## src/rtl/riscv_pkg.sv

```systemverilog
// Shared register-file types for the writeback arbiter and its buffer.
package riscv_pkg;

  localparam int XLEN       = 32;
  localparam int REG_ADDR_W = 5;

  typedef enum logic {
    IDLE  = 1'b0,
    DRAIN = 1'b1
  } arb_state_t;

  typedef struct packed {
    logic [REG_ADDR_W-1:0] rd;
    logic [XLEN-1:0]       data;
  } rf_wr_req_t;

endpackage

```

## src/rtl/rf_wr_fifo.sv

```systemverilog
// Small synchronous FIFO holding secondary (mul/div) results that lost the
// regfile write port. Exposes the destination of every slot plus a per-slot
// valid mask so the hazard compare can see all pending destinations at once.
module rf_wr_fifo
  import riscv_pkg::*;
#(
  parameter int DEPTH = 2
) (
  input  logic                          clk,
  input  logic                          rstb,
  input  logic                          i_push,
  input  logic [REG_ADDR_W-1:0]         i_push_rd,
  input  logic [XLEN-1:0]               i_push_data,
  input  logic                          i_pop,
  output logic [REG_ADDR_W-1:0]         o_head_rd,
  output logic [XLEN-1:0]               o_head_data,
  output logic                          o_full,
  output logic                          o_empty,
  output logic [$clog2(DEPTH):0]        o_count,
  output logic [DEPTH*REG_ADDR_W-1:0]   o_entry_rd,
  output logic [DEPTH-1:0]              o_entry_vld
);

  localparam int PTR_W = $clog2(DEPTH);
  localparam int CNT_W = PTR_W + 1;

  rf_wr_req_t         r_mem [DEPTH];
  logic [PTR_W-1:0]   r_wr_ptr;
  logic [PTR_W-1:0]   r_rd_ptr;
  logic [CNT_W-1:0]   r_count;
  logic               w_push;
  logic               w_pop;

  // Distance of slot i from the read pointer; slots closer than the count hold live data.
  function automatic logic [CNT_W-1:0] slot_ofs(input int idx, input logic [PTR_W-1:0] rp);
    logic [PTR_W-1:0] d;
    d = PTR_W'(idx) - rp;
    return {1'b0, d};
  endfunction

  assign o_full   = (r_count == CNT_W'(DEPTH));
  assign o_empty  = (r_count == '0);
  assign o_count  = r_count;
  assign w_push   = i_push && !o_full;
  assign w_pop    = i_pop && !o_empty;

  assign o_head_rd   = r_mem[r_rd_ptr].rd;
  assign o_head_data = r_mem[r_rd_ptr].data;

  // Pointers and occupancy; pointers wrap naturally since DEPTH is a power of two.
  always_ff @(posedge clk) begin
    if (!rstb) begin
      r_wr_ptr <= '0;
      r_rd_ptr <= '0;
      r_count  <= '0;
    end else begin
      if (w_push) r_wr_ptr <= r_wr_ptr + PTR_W'(1);
      if (w_pop)  r_rd_ptr <= r_rd_ptr + PTR_W'(1);
      r_count <= r_count + CNT_W'(w_push) - CNT_W'(w_pop);
    end
  end

  // Entry storage carries no reset; validity comes solely from the pointers.
  always_ff @(posedge clk) begin
    if (w_push) r_mem[r_wr_ptr] <= '{rd: i_push_rd, data: i_push_data};
  end

  // Flat view of slot destinations and which slots are currently occupied.
  always_comb begin
    o_entry_rd  = '0;
    o_entry_vld = '0;
    for (int i = 0; i < DEPTH; i++) begin
      o_entry_rd[i*REG_ADDR_W +: REG_ADDR_W] = r_mem[i].rd;
      o_entry_vld[i] = (slot_ofs(i, r_rd_ptr) < r_count);
    end
  end

endmodule

```

## src/rtl/rf_wr_arb.sv

```systemverilog
// Register-file write-port arbiter. The in-order MEM/WB writeback has
// priority; mul/div results bypass straight to the port when nothing is
// buffered, otherwise queue in rf_wr_fifo. A full or starved buffer forces a
// drain that freezes the pipeline. Pending destinations are compared against
// the ID-stage registers so dependent instructions can be held back.
module rf_wr_arb
  import riscv_pkg::*;
#(
  parameter int DEPTH      = 2,
  parameter int STARVE_MAX = 4
) (
  input  logic        clk,
  input  logic        rstb,
  input  logic        MemWb_RegWrite,
  input  logic [4:0]  MemWb_RegRd,
  input  logic [31:0] Wb_RegWData,
  input  logic        Md_Valid,
  input  logic [4:0]  Md_RegRd,
  input  logic [31:0] Md_Data,
  output logic        Md_Ready,
  input  logic [4:0]  IfId_Rs1,
  input  logic [4:0]  IfId_Rs2,
  input  logic [4:0]  IfId_Rd,
  output logic        Arb_RawHit,
  output logic        Arb_Stall,
  output logic        Rf_Write,
  output logic [4:0]  Rf_Addr,
  output logic [31:0] Rf_WData
);

  localparam int CNT_W = $clog2(DEPTH) + 1;
  localparam int ST_W  = $clog2(STARVE_MAX + 1);

  arb_state_t                   r_state;
  arb_state_t                   w_state_nxt;
  logic [ST_W-1:0]              r_starve;
  logic [ST_W-1:0]              w_starve_nxt;
  logic                         r_stall;

  logic                         w_preq;
  logic                         w_push;
  logic                         w_pop;
  logic                         w_bypass;
  logic                         w_full;
  logic                         w_empty;
  logic [CNT_W-1:0]             w_count;
  logic [CNT_W-1:0]             w_cnt_nxt;
  logic [REG_ADDR_W-1:0]        w_head_rd;
  logic [XLEN-1:0]              w_head_data;
  logic [DEPTH*REG_ADDR_W-1:0]  w_entry_rd;
  logic [DEPTH-1:0]             w_entry_vld;

  // A destination hits when it is a real register named by the ID stage.
  function automatic logic id_match(input logic [REG_ADDR_W-1:0] rd,
                                    input logic [REG_ADDR_W-1:0] rs1,
                                    input logic [REG_ADDR_W-1:0] rs2,
                                    input logic [REG_ADDR_W-1:0] idrd);
    return (rd != '0) && ((rd == rs1) || (rd == rs2) || (rd == idrd));
  endfunction

  rf_wr_fifo #(
    .DEPTH (DEPTH)
  ) u_fifo (
    .clk         (clk),
    .rstb        (rstb),
    .i_push      (w_push),
    .i_push_rd   (Md_RegRd),
    .i_push_data (Md_Data),
    .i_pop       (w_pop),
    .o_head_rd   (w_head_rd),
    .o_head_data (w_head_data),
    .o_full      (w_full),
    .o_empty     (w_empty),
    .o_count     (w_count),
    .o_entry_rd  (w_entry_rd),
    .o_entry_vld (w_entry_vld)
  );

  // x0 writes are not real requests from either source.
  assign w_preq    = MemWb_RegWrite && (MemWb_RegRd != '0);
  // A full buffer refuses even when it pops this cycle, keeping Md_Ready off the pop path.
  assign Md_Ready  = !w_full && rstb;
  assign w_push    = Md_Valid && Md_Ready && (Md_RegRd != '0) && !w_bypass;
  assign w_cnt_nxt = w_count + CNT_W'(w_push) - CNT_W'(w_pop);
  assign Arb_Stall = r_stall;

  // Write-port priority: drain head, primary, buffered head, direct bypass.
  always_comb begin
    Rf_Write = 1'b0;
    Rf_Addr  = '0;
    Rf_WData = '0;
    w_pop    = 1'b0;
    w_bypass = 1'b0;
    if (rstb) begin
      if (r_state == DRAIN) begin
        if (!w_empty) begin
          Rf_Write = 1'b1;
          Rf_Addr  = w_head_rd;
          Rf_WData = w_head_data;
          w_pop    = 1'b1;
        end
      end else if (w_preq) begin
        Rf_Write = 1'b1;
        Rf_Addr  = MemWb_RegRd;
        Rf_WData = Wb_RegWData;
      end else if (!w_empty) begin
        Rf_Write = 1'b1;
        Rf_Addr  = w_head_rd;
        Rf_WData = w_head_data;
        w_pop    = 1'b1;
      end else if (Md_Valid && (Md_RegRd != '0)) begin
        Rf_Write = 1'b1;
        Rf_Addr  = Md_RegRd;
        Rf_WData = Md_Data;
        w_bypass = 1'b1;
      end
    end
  end

  // Starvation count: cycles the buffered head waits; cleared by a pop or an empty buffer.
  always_comb begin
    w_starve_nxt = r_starve;
    if (w_empty || w_pop) begin
      w_starve_nxt = '0;
    end else if (r_starve < ST_W'(STARVE_MAX)) begin
      w_starve_nxt = r_starve + ST_W'(1);
    end
  end

  // Enter drain when the buffer fills or the head starves; leave once the last entry pops.
  always_comb begin
    w_state_nxt = r_state;
    case (r_state)
      IDLE: begin
        if ((w_cnt_nxt == CNT_W'(DEPTH)) || (w_starve_nxt == ST_W'(STARVE_MAX))) begin
          w_state_nxt = DRAIN;
        end
      end
      DRAIN: begin
        if (w_cnt_nxt == '0) w_state_nxt = IDLE;
      end
      default: w_state_nxt = IDLE;
    endcase
  end

  // State, starvation counter and the registered pipeline freeze.
  always_ff @(posedge clk) begin
    if (!rstb) begin
      r_state  <= IDLE;
      r_starve <= '0;
      r_stall  <= 1'b0;
    end else begin
      r_state  <= w_state_nxt;
      r_starve <= w_starve_nxt;
      r_stall  <= (w_state_nxt == DRAIN);
    end
  end

  // Hazard: any occupied slot or an arriving result naming an ID-stage register.
  always_comb begin
    Arb_RawHit = Md_Valid && id_match(Md_RegRd, IfId_Rs1, IfId_Rs2, IfId_Rd);
    for (int i = 0; i < DEPTH; i++) begin
      if (w_entry_vld[i] &&
          id_match(w_entry_rd[i*REG_ADDR_W +: REG_ADDR_W], IfId_Rs1, IfId_Rs2, IfId_Rd)) begin
        Arb_RawHit = 1'b1;
      end
    end
  end

endmodule

```

## config.mk

```make
export PLATFORM = sky130hd
export DESIGN_NAME = rf_wr_arb
export DESIGN_NICKNAME = d
export VERILOG_FILES = /design/src/rtl/riscv_pkg.sv /design/src/rtl/rf_wr_fifo.sv /design/src/rtl/rf_wr_arb.sv
export SDC_FILE = /design/constraint.sdc
export NUM_CORES = 1
export LEC_CHECK = 0
export CAP_MARGIN = 10
export CORE_ASPECT_RATIO = 1.2
export CORE_MARGIN = 3
export CORE_UTILIZATION = 50
export DETAILED_ROUTE_END_ITERATION = 12
export PLACE_DENSITY = 0.83
export SYNTH_ARGS = -nofsm -noshare
export SYNTH_HDL_FRONTEND = slang
export SYNTH_HIERARCHICAL = 1
export SYNTH_SLANG_ARGS = --single-unit
```

## constraint.sdc

```tcl
create_clock -name clk -period 9.4 [get_ports clk]
set_input_delay 0.94 -clock clk [delete_from_list [all_inputs] [get_ports clk]]
set_output_delay 0.94 -clock clk [all_outputs]
set_load 0.01 [all_outputs]
```

==> images/layer_met1.png <==
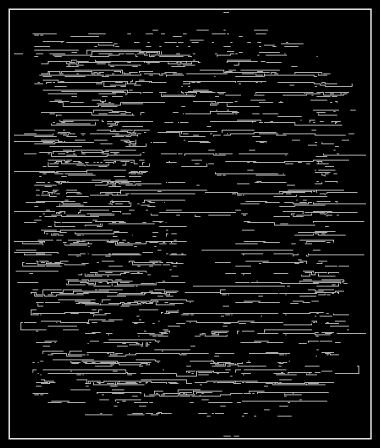
- share of all routed wire: 40%
- longest straight run: 28.1 µm
- main direction: horizontal
- wire length on this layer: 4680 µm
- nets with wire on the layer: 523
Detailed Route WL: 11670 µm
overall via count from detail_route: 3598
met1 routing resource usage after global routing: 24.96%

==> images/layer_met2.png <==
Bar = 20 µm.
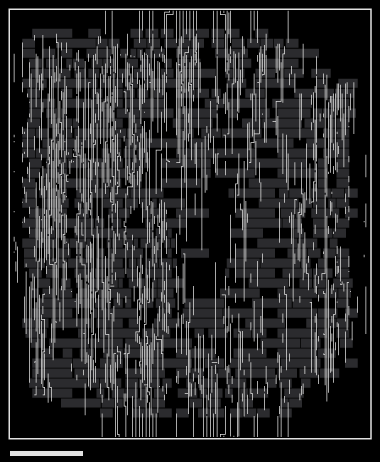
- wire length on this layer: 6190 µm
- main direction: vertical
met2 track demand over resource in global routing: 37.60%

==> run summary <==
Implementation numbers.

- The remaining design rule violation count is 0.
- In this run the cell area measured after placement is 0.006355 mm².
- Entering global routing, the biggest net connects 76 pins.
- Per the layout report, the design carries 11 clock buffers.
- Cell internal power was estimated by the tool at 754.7 µW.
- For the final routed database, the setup TNS stands at 0 ns.
- Measured along the x axis, the die boundary spans 98.08 µm.
- The leading cell type in the layout, fill and taps excluded is sky130_fd_sc_hd__clkdlybuf4s50_1.
- TritonCTS created 9 clock buffers.
- The final layout report lists a filler cell count of 726.
- Per the run report, area growth between synthesis and finish was 30.72%.
- 134 I/O pins were placed.
- Per the skew report, the later register of the worst-skew pair sees a clock latency of 0.33 ns.
- IR analysis of the VDD net gives a maximum drop of 0.1099 mV.
- The number of antenna repair diodes is 0.
- The synthesis run identifies the leading combinational cell family as simple AND/OR/NAND/NOR gates.
- The main area contributors are sky130_fd_sc_hd__edfxtp_1 (44%), sky130_fd_sc_hd__mux2_4 (8.9%), sky130_fd_sc_hd__a221oi_2 (5.9%).
- The register with the most flip-flops is u_fifo/r_mem.
- Counting every instance in the synthesized netlist gives 396.
- The final critical-path required period is 5.147 ns.
- Non-clock buffers make up 20.24% of the layout cell area.
- On the worst path, the slowest cell contributes a delay of 1.03 ns.
- The worst hold slack is 0.5250 ns.
- Post-route period utilization is reported as 54.76%.
- Setup repair after global routing left no endpoint under its margin.
- The total global routing overflow is 0.
- Multi-input combinational cells in the finished layout were counted as 272.
- The most common flop cell mapped by yosys is sky130_fd_sc_hd__edfxtp_1.
- The timing report gives the clock slew at the launch and capture registers of the worst setup and hold paths as 0.06 ns.
- The fraction of the yosys area taken by sequential cells is 47.22%.
- The region available for standard cell placement spans 0.009711 mm².
- Input and output buffers added on the ports amount to 133.
- The slowest library cell on the worst path is sky130_fd_sc_hd__and4bb_2.
- In the layout the commonest cells are sky130_fd_sc_hd__clkdlybuf4s50_1 (133), sky130_fd_sc_hd__edfxtp_1 (74), sky130_fd_sc_hd__nor3b_1 (39), sky130_fd_sc_hd__nor2b_1 (38).
- The adder-cell share of the synthesized area is 1.230%.
- The layout report gives the register share of total cell area as 36.14%.
- The combinational power share is 22.9%.
- The endpoint of the most critical setup path is Rf_WData[4].
- The top fanout value on the critical path is 38.
- The layout cell share with drive strength beyond 1 is 16.18%.
- The post-layout total power is 1.000 mW.
- The critical path required time is 8.46 ns.
- The synthesized netlist was found by Yosys to have 396 cells.
- Along the critical path, the tally of buffer and inverter instances is 2.
- The reported net switching power is 245.4 µW.
- According to the timing report, the critical path is launched from MemWb_RegRd[1].
- The leakage component of the power was reported as 2.227 nW.
- The multi-input gate share of the layout cell area is 36.46%.
- The worst register-to-register path has a setup slack of 5.82 ns.
- The endpoint of the worst hold-timing path is u_fifo/r_wr_ptr.
- The origin of the worst min-delay path is u_fifo/r_wr_ptr.
- Looking at the max-slew report, the worst-margin pin has a slew of 1.121 ns.
- The cell-mix breakdown from Yosys lists the compound-gate area share as 10.90%.
- The hold buffer count at CTS is 0.
- The combinational cell area excluding buffers and inverters is 0.002425 mm².
- The final report gives the standard cell area, fillers excluded, as 0.006650 mm².
- Once routing completed, OpenROAD measured the worst setup slack at 4.253 ns.
- Leaving out the clock tree, the finished layout contains a buffer count of 135.
- The kind of critical path is in2out.
- According to the timing report, the arrival time at the worst endpoint equals 4.21 ns.
- The maximum number of buffers from clock root to sink is 2.
- For this run, asynchronously set or reset flops after synthesis account for 0%.
- Of the total synthesized cell area, the portion taken by AND, OR, NAND and NOR gates is 16.01%.
- The number of nets with antenna violations after detailed routing is 0.
- The number of flip-flops in the largest register is 74.
- Per the final report, max-transition violations number 0.
- The path category of the worst min-delay check is reg2reg.
- The average via count per standard cell is 5.657.
- The number of gates on the worst path with buffers counted is 7.
- The worst setup path is launched from a primary input.
- The share of total power consumed by net switching is 24.54%.
- The HPWL after detailed placement is 8057 µm.
- The final-report hold violation count is 0.
- The number of antenna violations at the first check in global routing is 0.
- The final setup violation count is 0.
- The count of TritonRoute iterations in the first routing pass is 4.
- The capture point of the worst register-to-register path is recorded as u_fifo/r_mem[1][5].
- The cell row count is 39.
- The pre-CTS setup check shows a worst slack of 4.226 ns.
- The flip-flop and latch count after synthesis is 83.
- The placement summary gives the final routability congestion estimate as 0.8819.
- The DRC violation total after the first TritonRoute iteration is 150.
- The final cell count without fillers is 636.
- The number of cells in the design after placement is 620.
- The total number of sequential cells is 83.
- In the synthesized netlist, the cells that appear most often are sky130_fd_sc_hd__edfxtp_1 (74), sky130_fd_sc_hd__nor3b_1 (39), sky130_fd_sc_hd__nor2b_1 (38).
- The die covers 0.01143 mm².
- The flow ran to the end, and the final reports show no timing, DRC or antenna violations.
==> images/layer_met3.png <==
Bar = 20 µm.
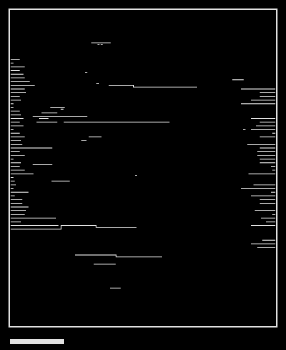
- share of all routed wire: 5.6%
- longest straight run: 38.6 µm
- wire length on this layer: 657 µm
met3 Track Usage GR: 5.018%

per-layer routing:
metal	vias to the layer above	part of all wire [%]	track usage (%)	wire length, µm
li1	1720	-	-	-
met1	1745	40	24.96	4682
met2	121	53	37.60	6194
met3	12	5.6	5.018	657
met4	0	1.2	6.648	137
met5	-	0	0	0
power groups by stage:
stage | combinational [mW] | sequential (mW) | clock, mW
2_1_floorplan | 0.132 | 0.432 | 0
3_3_place_gp | 0.225 | 0.436 | 0
3_5_place_dp | 0.230 | 0.437 | 0
4_1_cts | 0.232 | 0.429 | 0.354
5_1_grt | 0.248 | 0.431 | 0.369
6_report | 0.229 | 0.429 | 0.342
Power figures rest on the tool's default switching activity, not on a simulated workload.
